--- src/rtl/if_fetch.sv ---
// Instruction fetch unit: owns the PC, issues in-order word fetches and
// buffers {pc, instr, err} entries for decode behind a valid/ready handshake.
// Redirects flush the buffer and discard every response already in flight.
module if_fetch #(
  parameter int                  PC_SIZE    = 32,
  parameter int                  INSTR_SIZE = 32,
  parameter logic [PC_SIZE-1:0]  RESET_PC   = '0,
  parameter int                  FIFO_DEPTH = 4
) (
  input  logic                  clk,
  input  logic                  rst_n,
  output logic                  imem_req_valid,
  input  logic                  imem_req_ready,
  output logic [PC_SIZE-1:0]    imem_req_addr,
  input  logic                  imem_rsp_valid,
  input  logic [INSTR_SIZE-1:0] imem_rsp_data,
  input  logic                  imem_rsp_err,
  input  logic                  redirect_valid,
  input  logic [PC_SIZE-1:0]    redirect_pc,
  output logic                  instr_valid,
  input  logic                  instr_ready,
  output logic [PC_SIZE-1:0]    pc,
  output logic [INSTR_SIZE-1:0] instr,
  output logic                  instr_err
);

  localparam int AW = $clog2(FIFO_DEPTH);
  localparam int CW = AW + 1;
  localparam logic [CW-1:0] DEPTH_C = CW'(FIFO_DEPTH);

  typedef struct packed {
    logic [PC_SIZE-1:0]    pc;
    logic [INSTR_SIZE-1:0] ins;
    logic                  err;
  } entry_t;

  entry_t             mem_q [FIFO_DEPTH];
  logic [AW-1:0]      wr_q, wr_d, rd_q, rd_d;
  logic [CW-1:0]      cnt_q, cnt_d;
  logic [CW-1:0]      out_q, out_d;     // requests accepted, response pending
  logic [CW-1:0]      drop_q, drop_d;   // pending responses to discard
  logic [PC_SIZE-1:0] fetch_pc_q, fetch_pc_d;
  logic [PC_SIZE-1:0] rsp_pc_q, rsp_pc_d;
  logic [CW:0]        used;
  logic               accept, push, pop;
  logic [PC_SIZE-1:0] redir_al;
  logic               unused_rpc;

  assign unused_rpc = ^redirect_pc[1:0];
  assign redir_al   = {redirect_pc[PC_SIZE-1:2], 2'b00};

  // Buffer slots are reserved at request time, so credits = depth - used.
  assign used           = {1'b0, cnt_q} + {1'b0, out_q};
  assign imem_req_valid = rst_n && (used < {1'b0, DEPTH_C}) && !redirect_valid;
  assign imem_req_addr  = fetch_pc_q;
  assign accept         = imem_req_valid && imem_req_ready;
  assign push           = imem_rsp_valid && (drop_q == '0) && !redirect_valid;
  assign pop            = instr_valid && instr_ready && !redirect_valid;

  assign instr_valid = (cnt_q != '0);
  assign pc          = mem_q[rd_q].pc;
  assign instr       = mem_q[rd_q].ins;
  assign instr_err   = mem_q[rd_q].err;

  // Next-state for PCs, counters and pointers; redirect overrides everything.
  always_comb begin
    fetch_pc_d = fetch_pc_q;
    rsp_pc_d   = rsp_pc_q;
    out_d      = out_q + CW'(accept) - CW'(imem_rsp_valid);
    drop_d     = drop_q;
    cnt_d      = cnt_q + CW'(push) - CW'(pop);
    wr_d       = wr_q + AW'(push);
    rd_d       = rd_q + AW'(pop);
    if (accept) fetch_pc_d = fetch_pc_q + PC_SIZE'(4);
    if (push)   rsp_pc_d   = rsp_pc_q + PC_SIZE'(4);
    if (imem_rsp_valid && (drop_q != '0)) drop_d = drop_q - CW'(1);
    if (redirect_valid) begin
      fetch_pc_d = redir_al;
      rsp_pc_d   = redir_al;
      drop_d     = out_q - CW'(imem_rsp_valid);
      cnt_d      = '0;
      wr_d       = '0;
      rd_d       = '0;
    end
  end

  // State registers.
  always_ff @(posedge clk or negedge rst_n) begin
    if (!rst_n) begin
      fetch_pc_q <= RESET_PC;
      rsp_pc_q   <= RESET_PC;
      out_q      <= '0;
      drop_q     <= '0;
      cnt_q      <= '0;
      wr_q       <= '0;
      rd_q       <= '0;
    end else begin
      fetch_pc_q <= fetch_pc_d;
      rsp_pc_q   <= rsp_pc_d;
      out_q      <= out_d;
      drop_q     <= drop_d;
      cnt_q      <= cnt_d;
      wr_q       <= wr_d;
      rd_q       <= rd_d;
    end
  end

  // Buffer storage; cleared on reset so the head reads as zero.
  always_ff @(posedge clk or negedge rst_n) begin
    if (!rst_n) begin
      for (int i = 0; i < FIFO_DEPTH; i++) mem_q[i] <= '0;
    end else if (push) begin
      mem_q[wr_q] <= '{pc: rsp_pc_q, ins: imem_rsp_data, err: imem_rsp_err};
    end
  end

  // Credit accounting must make a push into a full buffer impossible.
  a_no_overflow: assert property (@(posedge clk) disable iff (!rst_n)
    !(push && (cnt_q == DEPTH_C)));

endmodule

--- config.mk ---
export PLATFORM = sky130hd
export DESIGN_NAME = if_fetch
export DESIGN_NICKNAME = d
export VERILOG_FILES = /design/src/rtl/if_fetch.sv
export SDC_FILE = /design/constraint.sdc
export NUM_CORES = 1
export LEC_CHECK = 0
export ABC_AREA = 1
export CELL_PAD_IN_SITES_DETAIL_PLACEMENT = 1
export CELL_PAD_IN_SITES_GLOBAL_PLACEMENT = 2
export CORE_ASPECT_RATIO = 1.4
export CORE_MARGIN = 8
export CORE_UTILIZATION = 35
export CTS_CLUSTER_SIZE = 14
export DETAILED_ROUTE_END_ITERATION = 8
export PLACE_DENSITY = 0.93
export SLEW_MARGIN = 20
export SYNTH_ARGS = -nofsm -noshare
export SYNTH_HDL_FRONTEND = slang
export SYNTH_SLANG_ARGS = --single-unit
--- constraint.sdc ---
create_clock -name clk -period 6.35 [get_ports clk]
set_input_delay 0.635 -clock clk [delete_from_list [all_inputs] [get_ports clk]]
set_output_delay 0.635 -clock clk [all_outputs]
set_load 0.05 [all_outputs]
### Signal wires on met3

Scale: 1.5 px per micron.
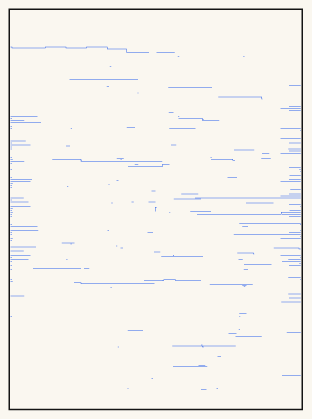
nets with wire on the layer: 126
main direction: horizontal
wire length on this layer: 1,690 microns
routed wire length: 49,600 microns
met3 track demand over resource: 2.75%
DR vias: 13,700

### Routed metal, one colour a layer

Scale: 1.5 px per micron. Two of the layers only.
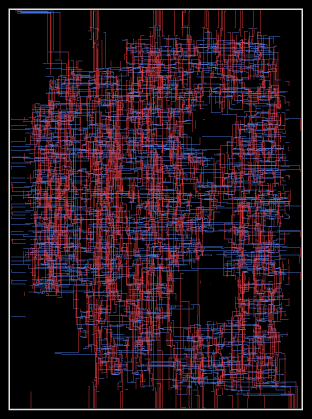
[M2] red | wire length: 25.6 mm
[M1] blue | wire length: 21.0 mm

### Cell placement

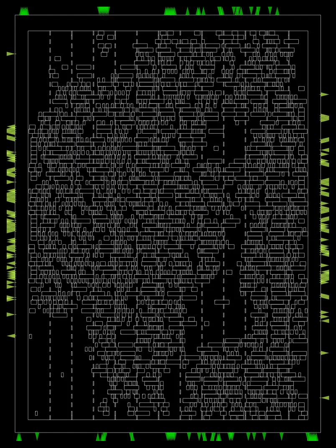
core region area: 44,100 sq um
fillcell total: 5,337
site row count: 91
fraction of area in registers: 43.3%

### Cell classes on the final placement

Scale: 1 px per micron.
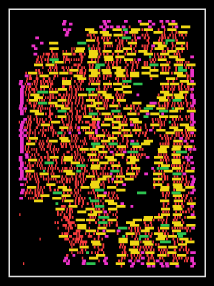
[remaining logic cells] red | cells: 1,503 | share of their area: 38%
[remaining buffers and delay cells] magenta | cells: 180 | share of their area: 9.8%
[registers] yellow | cells: 325 | share of their area: 45%
[clock drivers and dummy loads] green | cells: 64 | share of their area: 6.9%

### Register map, names as in the netlist

Scale: 2 px per micron. Other sequential cells in the stronger grey, the rest of the logic in the fainter grey.
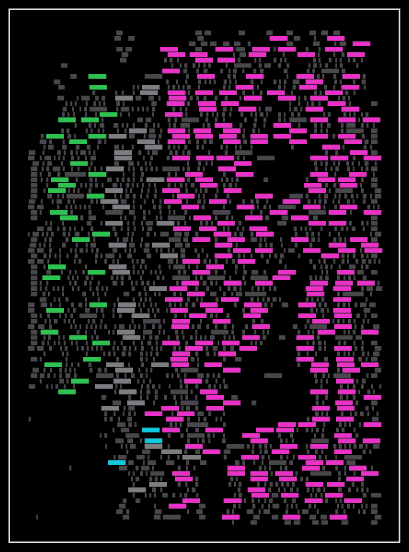
[`mem_q`] magenta | flops: 252
[`out_q`] cyan | flops: 3
[`imem_req_addr`] green | flops: 30
not coloured: 40
seq pwr: 2.79 mW
Util after Layout: 42.6%
FF/Latch Area: 8140 sq um

==> results_slide.txt <==
Implementation Results

Worst setup path
  – Reg2reg setup slack: just over 3 ns
  – Slowest stage delay, CP: around 0.90 ns
  – Critical path launch point: rd_q[0]$_DFF_PN0_
  – Critical Path RT: around 5.7 ns
  – RR Startpoint: drop_q[0]$_DFFE_PN0P_
  – Cell Chain, Critical Path: buf_4 > o21ai_0 > o22ai_1 > clkdlybuf4s50_1
  – Crit path buf inv count: 2
  – CP endpoint kind: output pin
  – Worst setup SP type: register
  – CP arrival: about 3.7 ns
  – CP delay by family, top: buffers and inverters
  – FF-to-FF path depth: 13
  – Max Fanout on Critical Path: 93

Layout
  – Max reg flops: 252
  – P&R area growth vs syn: 20.5%
  – Gate Area: 6410 sq um
  – Fin nets: 2,133
  – Top cells excl fill/tap: nand2_1 (472), o21ai_0 (365), dfrtp_1 (323), nor2_1 (221), clkdlybuf4s50_1 (161)
  – Nonclk buf count: around 180
  – Non-clk invs: ~140
  – Final std cells w/o fill: approximately 2,600
  – Top reg by flops: mem_q
  – Multi-input gates: 1,363
  – Clock buffer cells: between 50 and 60

Final timing
  – Hold Fails Final Rpt: 0
  – WHS: 0.153 ns
  – Clock Skew: ~0.014 ns
  – Setup TNS: 0 ns
  – Final Max Slew Viols: 0
  – Final period util: around two thirds
  – Worst relative slew slack: 29.6%
  – Fmax: approximately 230 MHz

GRT
  – GR Overflow Total: 0
  – Largest net degree at the start of global routing: between 150 and 200
  – Vias in the first global route: roughly 15,000
  – Met1 usage: between 20 and 25%
  – Initial antenna violation count: 0
  – Met2 usage: 34.9%
  – GR peak layer: met2
  – First-pass GRT wire length: ~81,000 microns

Drt
  – DRT met1 WL: about 21,000 microns
  – First-pass iteration count of the detailed router: 5
  – WL/cell: between 15 and 20 microns
  – ANT nets after route: 0
  – Met3 wire len: 1690 microns
  – Vias per cell: 5.21
  – Max Used Layer: met4

Floorplanning
  – Starting Density: a little over a third
  – Tap cells: roughly 560
  – # IOs: about 170
  – Die Size: 51,700 sq um

Logic synthesis
  – Distinct lib cells: 37
  – Synthesized cell area: approximately 16,000 sq um
  – EDFF count, synth: 0
  – Biggest area consumer among synthesized cells: dfrtp_1
  – Post-synthesis instance total: between 1,500 and 2,000
  – Cell with the most instances after synthesis: nand2_1
  – Post-Synth AOI/OAI Area: roughly 18%
  – Max-area cell share: between 50% and 60%
  – Sequential-to-total area share from yosys stat: a little over half
  – Yosys Chip Area: around 16,000 sq um
  – Async SR Flop Fraction: 100%
  – # Cells Yosys: between 1,500 and 2,000
  – Synth flops: approximately 330
  – Synth Area in Simple Gates: 20.7%
  – Main logic family: simple AND/OR/NAND/NOR gates
  – Syn Area/Cell: about 8 sq um
  – Post-synth top cells: nand2_1 (472), o21ai_0 (365), dfrtp_1 (325)
  – Main flop type after synthesis: dfrtp_1
  – YS warnings: 0

Clock network
  – TritonCTS clock tree: done
  – Cts hold-fix bufs: 0
  – CTS sink count: approximately 330
  – Reg clk slew, reported paths: roughly 0.060 ns
  – CTS Buf Count: 36
  – PostCTS Resize Cnt: 0

Power
  – Combinational power: 3.23 mW
  – Part of the power in registers: 34.0%
  – Switching pwr: 3.38 mW
  – Power density over the cells: around 440 nW/um^2
  – Net Sw Frac: 41.1%
  – Pint: 4.85 mW
  – P_clk: around 2.2 mW
  – Leakage: ~8.6 nW

Placed design
  – DP Cell Count: about 2,600

Worst hold path
  – Worst hold path type: input pin to async pin

Outcome
  – Run status: finished, final reports clean
Power is estimated from default activity; no workload was simulated.
